### Selected gate families

Scale: 2 px per um.
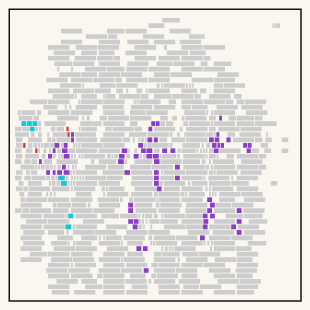
### Sequential cells colored by instance or generate block

Scale: 2 px per um. Other sequential cells in the stronger gray, the rest of the logic in the fainter gray.
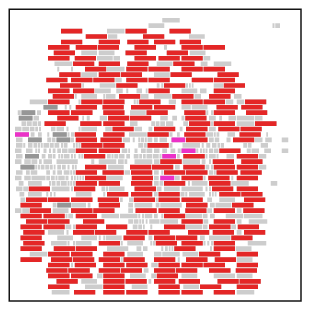
### Signal metal coverage by tile

Scale: 2 px per um. The die is cut into 29 by 29 equal tiles; white is low, dark blue is high, scaled to the fullest tile. Values are wire area over tile area, all layers added.
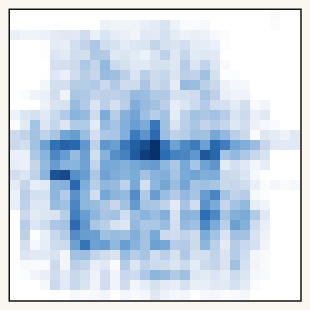
### Routed clock nets over the placement

Scale: 3 px per um.
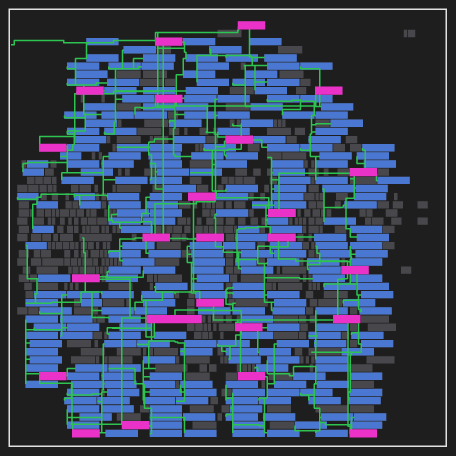
### Routing congestion

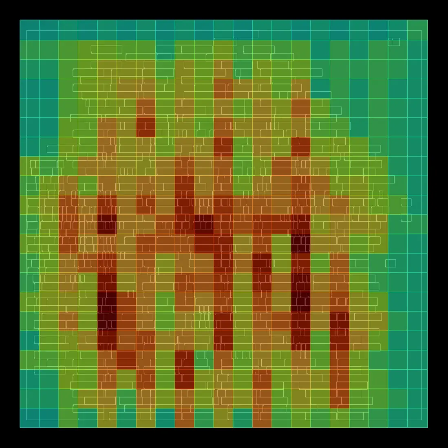
File: src/rtl/reconfig_sram_pkg.sv
// Shared types and helpers for the IB LUT simple-dual-port SRAM.
// Holds the init FSM state type, the address legality check and latency cap.
package reconfig_sram_pkg;

  localparam int RD_LAT_MAX = 2;

  typedef enum logic {
    CLEAR,
    READY
  } sram_init_state_t;

  function automatic logic chk_addr(
    input logic [31:0] addr,
    input int unsigned page_num
  );
    return addr < page_num;
  endfunction

endpackage

File: src/rtl/sram_rd_pipe.sv
// Read-data pipeline: DEPTH stages of {valid,data}, sync active-low clear.
// Ports: clk, rst_n, vld_i/dat_i in, vld_o/dat_o out; DEPTH=0 is a wire.
module sram_rd_pipe #(
  parameter int PAGE_SIZE = 4,
  parameter int DEPTH     = 1
) (
  input  logic                 clk,
  input  logic                 rst_n,
  input  logic                 vld_i,
  input  logic [PAGE_SIZE-1:0] dat_i,
  output logic                 vld_o,
  output logic [PAGE_SIZE-1:0] dat_o
);

  if (DEPTH == 0) begin : g_wire
    assign vld_o = vld_i;
    assign dat_o = dat_i;
  end else begin : g_reg
    logic [DEPTH-1:0]                vld_q, vld_d;
    logic [DEPTH-1:0][PAGE_SIZE-1:0] dat_q, dat_d;

    // Data only moves with a valid beat, so the output
    // holds its last value on idle cycles.
    always_comb begin
      vld_d    = '0;
      dat_d    = dat_q;
      vld_d[0] = vld_i;
      if (vld_i) dat_d[0] = dat_i;
      for (int i = 1; i < DEPTH; i++) begin
        vld_d[i] = vld_q[i-1];
        if (vld_q[i-1]) dat_d[i] = dat_q[i-1];
      end
    end

    always_ff @(posedge clk) begin
      if (!rst_n) begin
        vld_q <= '0;
        dat_q <= '0;
      end else begin
        vld_q <= vld_d;
        dat_q <= dat_d;
      end
    end

    assign vld_o = vld_q[DEPTH-1];
    assign dat_o = dat_q[DEPTH-1];
  end

endmodule

File: src/rtl/reconfig_sdp_sram_init.sv
// Simple-dual-port SRAM with auto-clear after reset and address checking.
// Ports: sys_clk, rstn; write wdata_i/waddr_i/wen_i; read raddr_i/ren_i
// -> rdata_o/rvalid_o; status init_done_o, addr_err_o. Enables active low.
module reconfig_sdp_sram_init
  import reconfig_sram_pkg::*;
#(
  parameter int ADDR_BITWIDTH    = 6,
  parameter int PAGE_SIZE        = 4,
  parameter int PAGE_NUM         = 64,
  parameter int RD_LATENCY       = 1,
  parameter int RDW_MODE         = 0,
  parameter int XILINX_FPGA_TECH = 1
) (
  input  logic                     sys_clk,
  input  logic                     rstn,
  input  logic [PAGE_SIZE-1:0]     wdata_i,
  input  logic [ADDR_BITWIDTH-1:0] waddr_i,
  input  logic                     wen_i,
  input  logic [ADDR_BITWIDTH-1:0] raddr_i,
  input  logic                     ren_i,
  output logic [PAGE_SIZE-1:0]     rdata_o,
  output logic                     rvalid_o,
  output logic                     init_done_o,
  output logic                     addr_err_o
);

  localparam int CNT_W = $clog2(PAGE_NUM + 1);

  if (PAGE_NUM > 2**ADDR_BITWIDTH ||
      RD_LATENCY > RD_LAT_MAX) begin : g_bad_cfg
    $error("reconfig_sdp_sram_init: bad PAGE_NUM/RD_LATENCY");
  end

  sram_init_state_t       state_q, state_d;
  logic [CNT_W-1:0]       clr_cnt_q, clr_cnt_d;
  logic                   init_done_q, init_done_d;
  logic                   addr_err_q, addr_err_d;

  logic                     wr_ok, rd_ok, rd_go, rdw_hit;
  logic                     mem_we;
  logic [ADDR_BITWIDTH-1:0] mem_wa;
  logic [PAGE_SIZE-1:0]     mem_wd, mem_rd, rd_data;

  assign wr_ok = chk_addr(32'(waddr_i), PAGE_NUM);
  assign rd_ok = chk_addr(32'(raddr_i), PAGE_NUM);

  always_comb begin
    state_d     = state_q;
    clr_cnt_d   = clr_cnt_q;
    init_done_d = init_done_q;
    if (state_q == CLEAR) begin
      clr_cnt_d = clr_cnt_q + 1'b1;
      if (clr_cnt_q == CNT_W'(PAGE_NUM - 1)) begin
        state_d     = READY;
        init_done_d = 1'b1;
      end
    end
  end

  // The sweep owns the write port until every page is zero.
  always_comb begin
    mem_we = 1'b0;
    mem_wa = waddr_i;
    mem_wd = wdata_i;
    if (state_q == CLEAR) begin
      mem_we = rstn;
      mem_wa = ADDR_BITWIDTH'(clr_cnt_q);
      mem_wd = '0;
    end else begin
      mem_we = rstn && !wen_i && wr_ok;
    end
  end

  if (XILINX_FPGA_TECH != 0) begin : g_xil
    (* ram_style = "distributed" *)
    logic [PAGE_SIZE-1:0] mem [PAGE_NUM];
    always_ff @(posedge sys_clk) begin
      if (mem_we) mem[mem_wa] <= mem_wd;
    end
    assign mem_rd = mem[raddr_i];
  end else begin : g_gen
    logic [PAGE_SIZE-1:0] mem [PAGE_NUM];
    always_ff @(posedge sys_clk) begin
      if (mem_we) mem[mem_wa] <= mem_wd;
    end
    assign mem_rd = mem[raddr_i];
  end

  // Write-first forwards wdata_i; read-first sees the
  // array before the edge commits the write.
  always_comb begin
    rdw_hit = (RDW_MODE != 0) && mem_we &&
              (state_q == READY) && (waddr_i == raddr_i);
    rd_go   = !ren_i && init_done_q;
    rd_data = mem_rd;
    if (!rd_ok)       rd_data = '0;
    else if (rdw_hit) rd_data = wdata_i;
    addr_err_d = init_done_q &&
                 ((!wen_i && !wr_ok) || (!ren_i && !rd_ok));
  end

  always_ff @(posedge sys_clk) begin
    if (!rstn) begin
      state_q     <= CLEAR;
      clr_cnt_q   <= '0;
      init_done_q <= 1'b0;
      addr_err_q  <= 1'b0;
    end else begin
      state_q     <= state_d;
      clr_cnt_q   <= clr_cnt_d;
      init_done_q <= init_done_d;
      addr_err_q  <= addr_err_d;
    end
  end

  sram_rd_pipe #(
    .PAGE_SIZE (PAGE_SIZE),
    .DEPTH     (RD_LATENCY)
  ) u_rd_pipe (
    .clk   (sys_clk),
    .rst_n (rstn),
    .vld_i (rd_go),
    .dat_i (rd_data),
    .vld_o (rvalid_o),
    .dat_o (rdata_o)
  );

  assign init_done_o = init_done_q;
  assign addr_err_o  = addr_err_q;

endmodule
File: config.mk
export PLATFORM = sky130hd
export DESIGN_NAME = reconfig_sdp_sram_init
export DESIGN_NICKNAME = d
export VERILOG_FILES = /design/src/rtl/reconfig_sram_pkg.sv /design/src/rtl/sram_rd_pipe.sv /design/src/rtl/reconfig_sdp_sram_init.sv
export SDC_FILE = /design/constraint.sdc
export NUM_CORES = 1
export LEC_CHECK = 0
export CAP_MARGIN = 40
export CORE_MARGIN = 2
export CORE_UTILIZATION = 55
export DETAILED_ROUTE_END_ITERATION = 10
export GPL_TIMING_DRIVEN = 0
export HOLD_SLACK_MARGIN = 0.15
export PLACE_DENSITY = 0.82
export SETUP_SLACK_MARGIN = 0.02
export SLEW_MARGIN = 5
export SYNTH_ARGS = -nofsm -noshare
export SYNTH_HDL_FRONTEND = slang
export SYNTH_SLANG_ARGS = --single-unit
export TNS_END_PERCENT = 100
File: constraint.sdc
create_clock -name sys_clk -period 7.1 [get_ports sys_clk]
set_clock_uncertainty 0.2 [all_clocks]
set_input_delay 1.775 -clock sys_clk [delete_from_list [all_inputs] [get_ports sys_clk]]
set_output_delay 1.775 -clock sys_clk [all_outputs]
set_load 0.02 [all_outputs]
==> reports/results.tsv <==
metric	value	unit
total clock sinks	270	
async set-or-reset flop fraction in the synthesized netlist	0	
total number of cells along the worst setup path	8	
unrepaired setup endpoints after global routing	false	
number of logged tool warnings	26	
Crit path buffers/inverters	3	
met1 Use GR	0.301	
hold path startpoint	u_rd_pipe.dat_o[1]$_SDFFE_PN0P_	
switching power of the nets	637	uW
worst slew pin tran	796	ps
share of synthesized cell area in full adder, half adder and majority cells	0.00114	
Max rail drop VDD	0.202	mV
Most common reg cell	sky130_fd_sc_hd__edfxtp_1	
gp weighted congestion	0.930	
Hold/Removal Path Class	register to register	
path type of the worst setup path	primary input to register	
relative area change from synthesis to final layout	14.3	%
Synth top cells by count	sky130_fd_sc_hd__edfxtp_1, sky130_fd_sc_hd__nor2_1, sky130_fd_sc_hd__mux4_2	
summed standard-cell area reported by yosys	11000	um^2
Yosys warning count	0	
register containing the most flip-flops in the final layout	g_xil.mem	
uppermost metal layer occupied by signal nets	met4	
XOR-XNOR Cells, Area Fraction	0.00240	
pin count of the biggest net entering global routing	45	
post-CTS resize count	0	
Clock Power	1.49	mW
largest stage delay on the critical path	550	ps
detailed-route DRC error count	0	
Post-Syn Instances	629	
cell area after layout	12500	um^2
R2R cell count	5	
area-dominant cell class after layout	flip-flops and latches	
initial standard-cell utilization of the core	0.561	
critical path startpoint	raddr_i[0]	
post-synthesis cell area	11000	um^2
Synth Area in Compound Gates	0.0517	
end-of-flow core utilization	0.642	
main logic family after synthesis	multiplexers	
Seq/Total Area, Yosys	0.727	
area occupied by multi-input gates	2800	um^2
Logic Gate Count	323	
clock slew seen by the registers of the worst setup and hold paths	60	ps
net count after synthesis	650	
Pre-antenna DRT Iters	5	
logic share of the area	0.224	
layout cell share with drive strength beyond 1	0.196	
highest achievable clock rate	254	MHz
length of routed met3 wiring	2270	um
clock period minus final worst setup slack	3940	ps
P per Cell Area	266	nW/um^2
crit share post-route	0.555	
area inside the core boundary	19500	um^2
part of the power in the clock network	0.447	
Worst Setup Slack post-DPL	2710	ps
number of clock buffer instances in the layout	32	
cells in synth_stat.txt	629	
largest fanout on the critical path	10	
leakage power summed over all cells	4.20	nW
worst max-slew margin expressed relative to the limit	0.466	
Maximum Capacitance Violations	0	
portion of total power attributed to sequential cells	0.517	
result of the run	finished, final reports clean	
first-pass GRT wire length	35800	um
final cell count without fillers	965	
deepest level of the CTS H-tree	1	
Reg2Reg Launch Point	state_q$_SDFF_PN0_	
count of unique library cells instantiated by Yosys	47	
total met2 wirelength after detailed routing	11400	um
number of DRC markers after the initial detailed-route iteration	850	
relative area of clock buffers and inverters in the final design	0.0749	
post-DR vias/cell	6.41	
Comb power frac	0.036	
Sequential cell area	7970	um^2
biggest area consumer among synthesized cells	sky130_fd_sc_hd__edfxtp_1	
Largest type area fraction	0.701	
post-CTS repair timing setup buffer count	0	
maximum root-to-sink buffer count	3	
number of sequential cells in the layout	270	
arrival time at the worst endpoint	4140	ps
fraction of synthesized area in multiplexers	0.134	
number of nets with antenna violations after routing	0	
Routed met1 length	8950	um
-- 'Selected gate families' (at the start) --
family	color	cells	most used
aoi and oai cells	purple	70	a22oi_1
non-inverting ao/oa cells	cyan	8	o21a_1
inv cells	red	4	inv_1

-- 'Sequential cells colored by instance or generate block' (at the start) --
scope	color	placed flops
`u_rd_pipe`	magenta	5
`g_xil`	red	256

-- 'Signal metal coverage by tile' (at the start) --
tiles over half the peak	10%
fullest tile	0.85
mean over tiles	0.19
emptiest ninth of the die	upper right

-- 'Routed clock nets over the placement' (at the start) --
[clock drivers] magenta | count: 25
[clock wires] green | length: 2760 um
[flip-flops] blue | count: 270
routed clock nets	26

-- 'Routing congestion' (at the start) --
met3 capacity usage during global routing: 0.0393
routing layer with the top usage in global route: met2
met2 Use GR: 0.365
detail-routed net length per standard cell: 24.5 um
total global-route track usage: 0.223

No activity file was given, so power comes from the tool's default toggle rates.
